$ cat src/rtl/gravity_sensor_ctrl.sv
// rtl/gravity_sensor_ctrl.sv - SPI poll controller for a two-axis gravity sensor
// GSENS_INIT_EN: send one POWER_CTL write frame before the first poll after reset.
module gravity_sensor_ctrl #(
  parameter int unsigned SCLK_DIV  = 4,
  parameter int unsigned CS_GAP    = 8,
  parameter int unsigned POLL_WAIT = 1000
) (
  input  logic        clk1,
  input  logic        rst,
  input  logic        enable,
  input  logic        miso,
  output logic        cs_n,
  output logic        sclk,
  output logic        mosi,
  output logic [11:0] x_value,
  output logic [11:0] y_value,
  output logic        sample_valid,
  output logic        busy
);

  typedef enum logic [2:0] {
    S_IDLE,
    S_CS_SETUP,
    S_SHIFT,
    S_CS_HOLD,
    S_GAP,
    S_PUBLISH,
    S_WAIT
  } state_t;

  localparam logic [19:0] HALF_LAST  = 20'(SCLK_DIV - 1);
  localparam logic [19:0] BIT_LAST   = 20'(2 * SCLK_DIV - 1);
  localparam logic [19:0] GAP_LAST   = 20'(CS_GAP - 1);
  localparam logic [19:0] WAIT_LAST  = 20'(POLL_WAIT - 1);
  localparam logic [2:0]  FRAME_YL   = 3'd3;
  localparam logic [2:0]  FRAME_INIT = 3'd4;
  localparam logic [7:0]  CMD_READ   = 8'h0B;
  localparam logic [7:0]  CMD_WRITE  = 8'h0A;

  state_t      state_q, state_d;
  logic [19:0] cnt_q, cnt_d;
  logic [4:0]  bit_q, bit_d;
  logic [2:0]  frame_q, frame_d;
  logic [7:0]  rx_q, rx_d;
  logic [3:0]  xh_q, xh_d;
  logic [7:0]  xl_q, xl_d;
  logic [3:0]  yh_q, yh_d;
  logic [7:0]  yl_q, yl_d;
  logic        cs_n_q, cs_n_d;
  logic        sclk_q, sclk_d;
  logic        mosi_q, mosi_d;
  logic [11:0] x_q, x_d;
  logic [11:0] y_q, y_d;
  logic        sv_q, sv_d;
  logic        busy_q, busy_d;
  logic [23:0] tx_word;
  logic [2:0]  first_frame;

`ifdef GSENS_INIT_EN
  logic init_done_q, init_done_d;
  assign first_frame = init_done_q ? 3'd0 : FRAME_INIT;
`else
  assign first_frame = 3'd0;
`endif

  // Frames 0..3 are the X_H, X_L, Y_H, Y_L reads; frame 4 is the init write.
  always_comb begin
    tx_word = 24'h000000;
    case (frame_q)
      3'd0:    tx_word = {CMD_READ, 8'h0F, 8'h00};
      3'd1:    tx_word = {CMD_READ, 8'h0E, 8'h00};
      3'd2:    tx_word = {CMD_READ, 8'h11, 8'h00};
      3'd3:    tx_word = {CMD_READ, 8'h10, 8'h00};
      default: tx_word = {CMD_WRITE, 8'h2D, 8'h02};
    endcase
  end

  always_comb begin
    state_d = state_q;
    cnt_d   = cnt_q;
    bit_d   = bit_q;
    frame_d = frame_q;
    rx_d    = rx_q;
    xh_d    = xh_q;
    xl_d    = xl_q;
    yh_d    = yh_q;
    yl_d    = yl_q;
    cs_n_d  = cs_n_q;
    sclk_d  = sclk_q;
    mosi_d  = mosi_q;
    x_d     = x_q;
    y_d     = y_q;
    sv_d    = 1'b0;
`ifdef GSENS_INIT_EN
    init_done_d = init_done_q;
`endif
    case (state_q)
      S_IDLE: begin
        if (enable) begin
          state_d = S_CS_SETUP;
          cnt_d   = 20'd0;
          frame_d = first_frame;
          cs_n_d  = 1'b0;
        end
      end
      S_CS_SETUP: begin
        if (cnt_q == HALF_LAST) begin
          state_d = S_SHIFT;
          cnt_d   = 20'd0;
          bit_d   = 5'd0;
          mosi_d  = tx_word[23];
        end else begin
          cnt_d = cnt_q + 20'd1;
        end
      end
      S_SHIFT: begin
        cnt_d = cnt_q + 20'd1;
        // miso is captured on the same edge that drives sclk high.
        if (cnt_q == HALF_LAST) begin
          sclk_d = 1'b1;
          rx_d   = {rx_q[6:0], miso};
        end
        if (cnt_q == BIT_LAST) begin
          cnt_d  = 20'd0;
          sclk_d = 1'b0;
          if (bit_q == 5'd23) begin
            state_d = S_CS_HOLD;
            mosi_d  = 1'b0;
          end else begin
            bit_d  = bit_q + 5'd1;
            mosi_d = tx_word[5'd22 - bit_q];
          end
        end
      end
      S_CS_HOLD: begin
        if (cnt_q == HALF_LAST) begin
          state_d = S_GAP;
          cnt_d   = 20'd0;
          cs_n_d  = 1'b1;
          case (frame_q)
            3'd0:    xh_d = rx_q[3:0];
            3'd1:    xl_d = rx_q;
            3'd2:    yh_d = rx_q[3:0];
            3'd3:    yl_d = rx_q;
            default: ;
          endcase
`ifdef GSENS_INIT_EN
          if (frame_q == FRAME_INIT) init_done_d = 1'b1;
`endif
        end else begin
          cnt_d = cnt_q + 20'd1;
        end
      end
      S_GAP: begin
        if (cnt_q == GAP_LAST) begin
          cnt_d = 20'd0;
          if (!enable) begin
            state_d = S_IDLE;
            frame_d = 3'd0;
            xh_d = 4'd0;
            xl_d = 8'd0;
            yh_d = 4'd0;
            yl_d = 8'd0;
          end else if (frame_q == FRAME_YL) begin
            state_d = S_PUBLISH;
            x_d     = {xh_q, xl_q};
            y_d     = {yh_q, yl_q};
            sv_d    = 1'b1;
          end else begin
            state_d = S_CS_SETUP;
            cs_n_d  = 1'b0;
            frame_d = (frame_q == FRAME_INIT) ? 3'd0 : frame_q + 3'd1;
          end
        end else begin
          cnt_d = cnt_q + 20'd1;
        end
      end
      S_PUBLISH: begin
        state_d = S_WAIT;
        cnt_d   = 20'd0;
      end
      S_WAIT: begin
        if (!enable) begin
          state_d = S_IDLE;
          cnt_d   = 20'd0;
          frame_d = 3'd0;
          xh_d = 4'd0;
          xl_d = 8'd0;
          yh_d = 4'd0;
          yl_d = 8'd0;
        end else if (cnt_q == WAIT_LAST) begin
          state_d = S_CS_SETUP;
          cnt_d   = 20'd0;
          cs_n_d  = 1'b0;
          frame_d = 3'd0;
        end else begin
          cnt_d = cnt_q + 20'd1;
        end
      end
      default: state_d = S_IDLE;
    endcase
    busy_d = (state_d != S_IDLE);
  end

  always_ff @(posedge clk1) begin
    if (rst) begin
      state_q <= S_IDLE;
      cnt_q   <= 20'd0;
      bit_q   <= 5'd0;
      frame_q <= 3'd0;
      rx_q    <= 8'd0;
      xh_q    <= 4'd0;
      xl_q    <= 8'd0;
      yh_q    <= 4'd0;
      yl_q    <= 8'd0;
      cs_n_q  <= 1'b1;
      sclk_q  <= 1'b0;
      mosi_q  <= 1'b0;
      x_q     <= 12'd0;
      y_q     <= 12'd0;
      sv_q    <= 1'b0;
      busy_q  <= 1'b0;
`ifdef GSENS_INIT_EN
      init_done_q <= 1'b0;
`endif
    end else begin
      state_q <= state_d;
      cnt_q   <= cnt_d;
      bit_q   <= bit_d;
      frame_q <= frame_d;
      rx_q    <= rx_d;
      xh_q    <= xh_d;
      xl_q    <= xl_d;
      yh_q    <= yh_d;
      yl_q    <= yl_d;
      cs_n_q  <= cs_n_d;
      sclk_q  <= sclk_d;
      mosi_q  <= mosi_d;
      x_q     <= x_d;
      y_q     <= y_d;
      sv_q    <= sv_d;
      busy_q  <= busy_d;
`ifdef GSENS_INIT_EN
      init_done_q <= init_done_d;
`endif
    end
  end

  assign cs_n         = cs_n_q;
  assign sclk         = sclk_q;
  assign mosi         = mosi_q;
  assign x_value      = x_q;
  assign y_value      = y_q;
  assign sample_valid = sv_q;
  assign busy         = busy_q;

endmodule

$ cat config.mk
export PLATFORM = sky130hd
export DESIGN_NAME = gravity_sensor_ctrl
export DESIGN_NICKNAME = d
export VERILOG_FILES = /design/src/rtl/gravity_sensor_ctrl.sv
export SDC_FILE = /design/constraint.sdc
export NUM_CORES = 1
export LEC_CHECK = 0
export CAP_MARGIN = 15
export CORE_ASPECT_RATIO = 1.2
export CORE_MARGIN = 2
export CORE_UTILIZATION = 62
export CTS_CLUSTER_DIAMETER = 60
export CTS_CLUSTER_SIZE = 12
export DETAILED_ROUTE_END_ITERATION = 16
export PLACE_DENSITY = 0.87
export SLEW_MARGIN = 20
export SYNTH_ARGS = -nofsm -noshare
export SYNTH_HDL_FRONTEND = slang
export SYNTH_SLANG_ARGS = --single-unit
$ cat constraint.sdc
create_clock -name clk1 -period 5.1 [get_ports clk1]
set_clock_uncertainty 0.1 [all_clocks]
set_input_delay 0.51 -clock clk1 [delete_from_list [all_inputs] [get_ports clk1]]
set_output_delay 0.51 -clock clk1 [all_outputs]
set_load 0.03 [all_outputs]
Fig. 1: run 1, PDN straps and rails
The bar under the picture is 20 um long. Pins as bars on the die edge. Tap cells in grey.
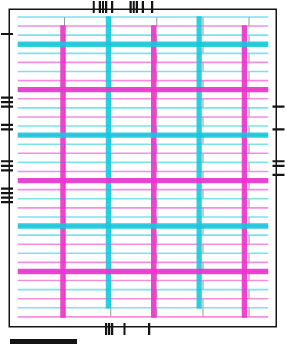
- VDD: cyan
- VSS: magenta
- met5 straps: 6
- met4 straps: 5
VDD IR max: 199 uV
die y size: 94.6 um
Die X: 79.5 um
Core ar.: 0.00673 sq mm

Fig. 2: run 1, cells coloured by class
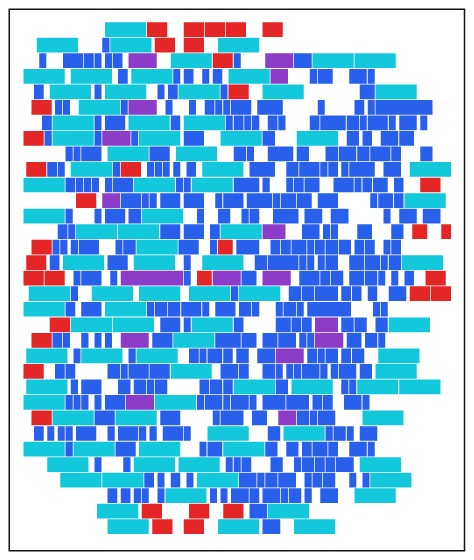
- combinational and other logic: blue (cells 380)
- remaining buffers and delay cells: red (cells 35)
- clock drivers and dummy loads: purple (cells 16)
- sequential cells: cyan (cells 92)

Fig. 3: run 1, clock distribution
The bar under the picture is 20 um long.
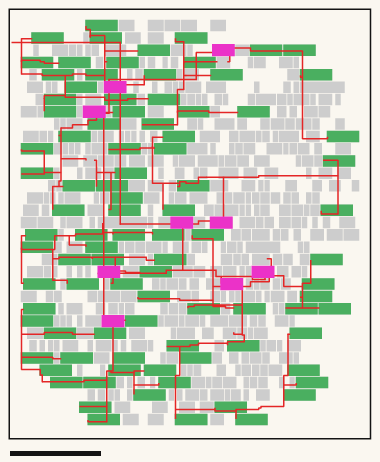
- clock wires: red (length 1,050 um)
- flip-flops: green (count 92)
- clock drivers: magenta (count 9)
- routed clock nets: 10
- flops lie: spread over the die
Clk pwr share: 40.9%
clk_lat worst skew: 0.36 ns
Clk power: 532 uW

==> out/metrics.cfg, run 1 <==
[detailed_routing]
wire_per_inst_um = 15.5
met1_length_um = 4090
vias_per_cell = 5.96
wl_um = 9480
wl_met3_um = 511
ant_nets = 0

[layout]
nNonClkBuffers = 35
syn2layout_area_growth_pct = 13.1
seq_share_pct = 38.4
area.sequential_sq_mm = 0.00184
nNonClkInverters = 9
dominant_cells = combinational gates
finalInstanceArea_sq_mm = 0.00479

[clock_network]
clk_pin_slew_ns = 0.10
tritoncts = built
postCtsSetupBuffers = 0

[grt]
gr-usage-met3_pct = 5.07
busiest_layer = met2
grt_pass1_wl_um = 16000
track_usage_pct = 26.7

[yosys]
flop_cell = dfxtp_1
ys_cells = 497
xor_share_pct = 4.13
top_area_share_pct = 43.5
adder_share_pct = 2.36
synth_flops = 92
ys_warn_count = 0
netlist_area_sq_mm = 0.00424
synth.comb.largest_family = simple AND/OR/NAND/NOR gates
topCellsByArea = dfxtp_1, mux2i_1, nand2_1

[placed_design]
place_ws_ns = 1.87

[floorplanning]
tapcell.inserted = 87
fp_util_pct = 63.0

[critical_path]
reg2reg_slack_ns = 1.76
crit_top_cell = or4_4
cp-end-kind = flop
cp-start-kind = flop
worstSetupEndpoint = cnt_q[8]
crit_path_max_fanout = 14
required_ns = 5.23
worst-path-buf-inv = 0

[worst_hold_path]
hp-start = yl_q[3]

[timing]
maxSlewViolCount = 0
fmax_mhz = 300
fin_ws_ns = 1.76

[pwr]
comb-power_uw = 44.0
p_int_uw = 985

[run_status]
status = finished clean

[run]
maxCapViolations = 0

==> run 2: changes to the inputs <==
--- a/config.mk
+++ b/config.mk
@@ -8,11 +8,11 @@
 export CAP_MARGIN = 15
 export CORE_ASPECT_RATIO = 1.2
 export CORE_MARGIN = 2
-export CORE_UTILIZATION = 62
+export CORE_UTILIZATION = 58
 export CTS_CLUSTER_DIAMETER = 60
 export CTS_CLUSTER_SIZE = 12
 export DETAILED_ROUTE_END_ITERATION = 16
-export PLACE_DENSITY = 0.87
+export PLACE_DENSITY = 0.82
 export SLEW_MARGIN = 20
 export SYNTH_ARGS = -nofsm -noshare
 export SYNTH_HDL_FRONTEND = slang
==> constraint.sdc (replaced) <==
create_clock -name clk1 -period 3.1 [get_ports clk1]
set_clock_uncertainty 0.1 [all_clocks]
set_input_delay 0.31 -clock clk1 [delete_from_list [all_inputs] [get_ports clk1]]
set_output_delay 0.31 -clock clk1 [all_outputs]
set_load 0.03 [all_outputs]
Fig. 4: run 2, PDN straps and rails
The bar under the picture is 20 um long. Pins as bars on the die edge. Tap cells in grey.
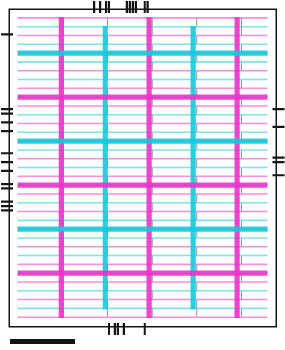
- VSS: magenta
- VDD: cyan
- tap cells: 90
- rows: 34
- met4 straps: 5
- signal pins: 33
- met1 rails: 35

Fig. 5: run 2, cells coloured by class
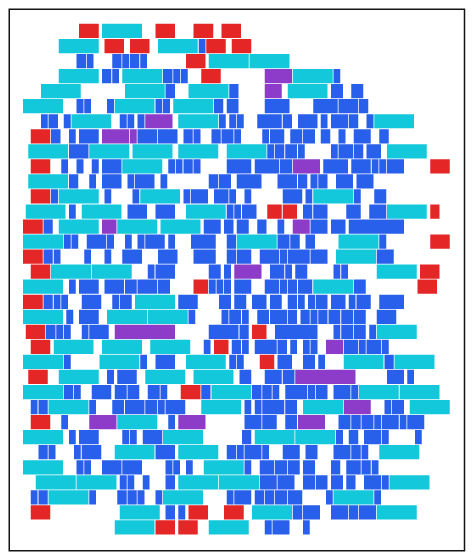
- combinational and other logic: blue (cells 380)
- clock drivers and dummy loads: purple (cells 16)
- sequential cells: cyan (cells 92)
- remaining buffers and delay cells: red (cells 38)

==> out/metrics.cfg, run 2 <==
[detailed_routing]
ant_nets = 0  ; unchanged
wire_per_inst_um = 14.8  ; -4.8%
met1_length_um = 4100  ; about the same
vias_per_cell = 5.69  ; -4.6%

[grt]
busiest_layer = met2
gr-usage-met3_pct = 5.11  ; +0.045 points
track_usage_pct = 24.1  ; -2.6 points

[critical_path]
worst-path-buf-inv = 0  ; unchanged
crit_path_max_fanout = 8  ; -6
worstSetupEndpoint = yl_q[6]
reg2reg_slack_ns = 0.23  ; -1.53 ns
cp-end-kind = flop
crit_top_cell = or4_4

[yosys]
topCellsByArea = dfxtp_1, mux2i_1, nand2_1
adder_share_pct = 2.36  ; unchanged
xor_share_pct = 4.13  ; unchanged
ys_warn_count = 0  ; unchanged
synth_flops = 92  ; unchanged
synth.comb.largest_family = simple AND/OR/NAND/NOR gates
flop_cell = dfxtp_1
netlist_area_sq_mm = 0.00424  ; unchanged
ys_cells = 497  ; unchanged
top_area_share_pct = 43.5  ; unchanged

[floorplanning]
tapcell.inserted = 90  ; +3.4%
chipHeight_um = 97.6  ; +3.2%
die_w_um = 82.0  ; +3.2%
fp_util_pct = 59.3  ; -3.7 points
core_area_sq_mm = 0.00715  ; +6.2%

[run_status]
status = finished clean

[clock_network]
clk_latency_ns = 0.36  ; about the same
tritoncts = built
clk_pin_slew_ns = 0.10  ; about the same

[pwr]
p_int_uw = 1670  ; +70%
ir_drop_uv = 411  ; +110%

[placed_design]
place_ws_ns = 0.272  ; -1.60 ns

[layout]
dominant_cells = combinational gates
syn2layout_area_growth_pct = 13.8
nNonClkBuffers = 38  ; +8.6%
seq_share_pct = 38.2  ; -0.25 points
area.sequential_sq_mm = 0.00184  ; unchanged

[run]
maxCapViolations = 0  ; unchanged

[timing]
fin_ws_ns = 0.231  ; -1.53 ns
maxSlewViolCount = 0  ; unchanged
fmax_mhz = 349  ; +16%

Power and IR drop assume default switching activity.
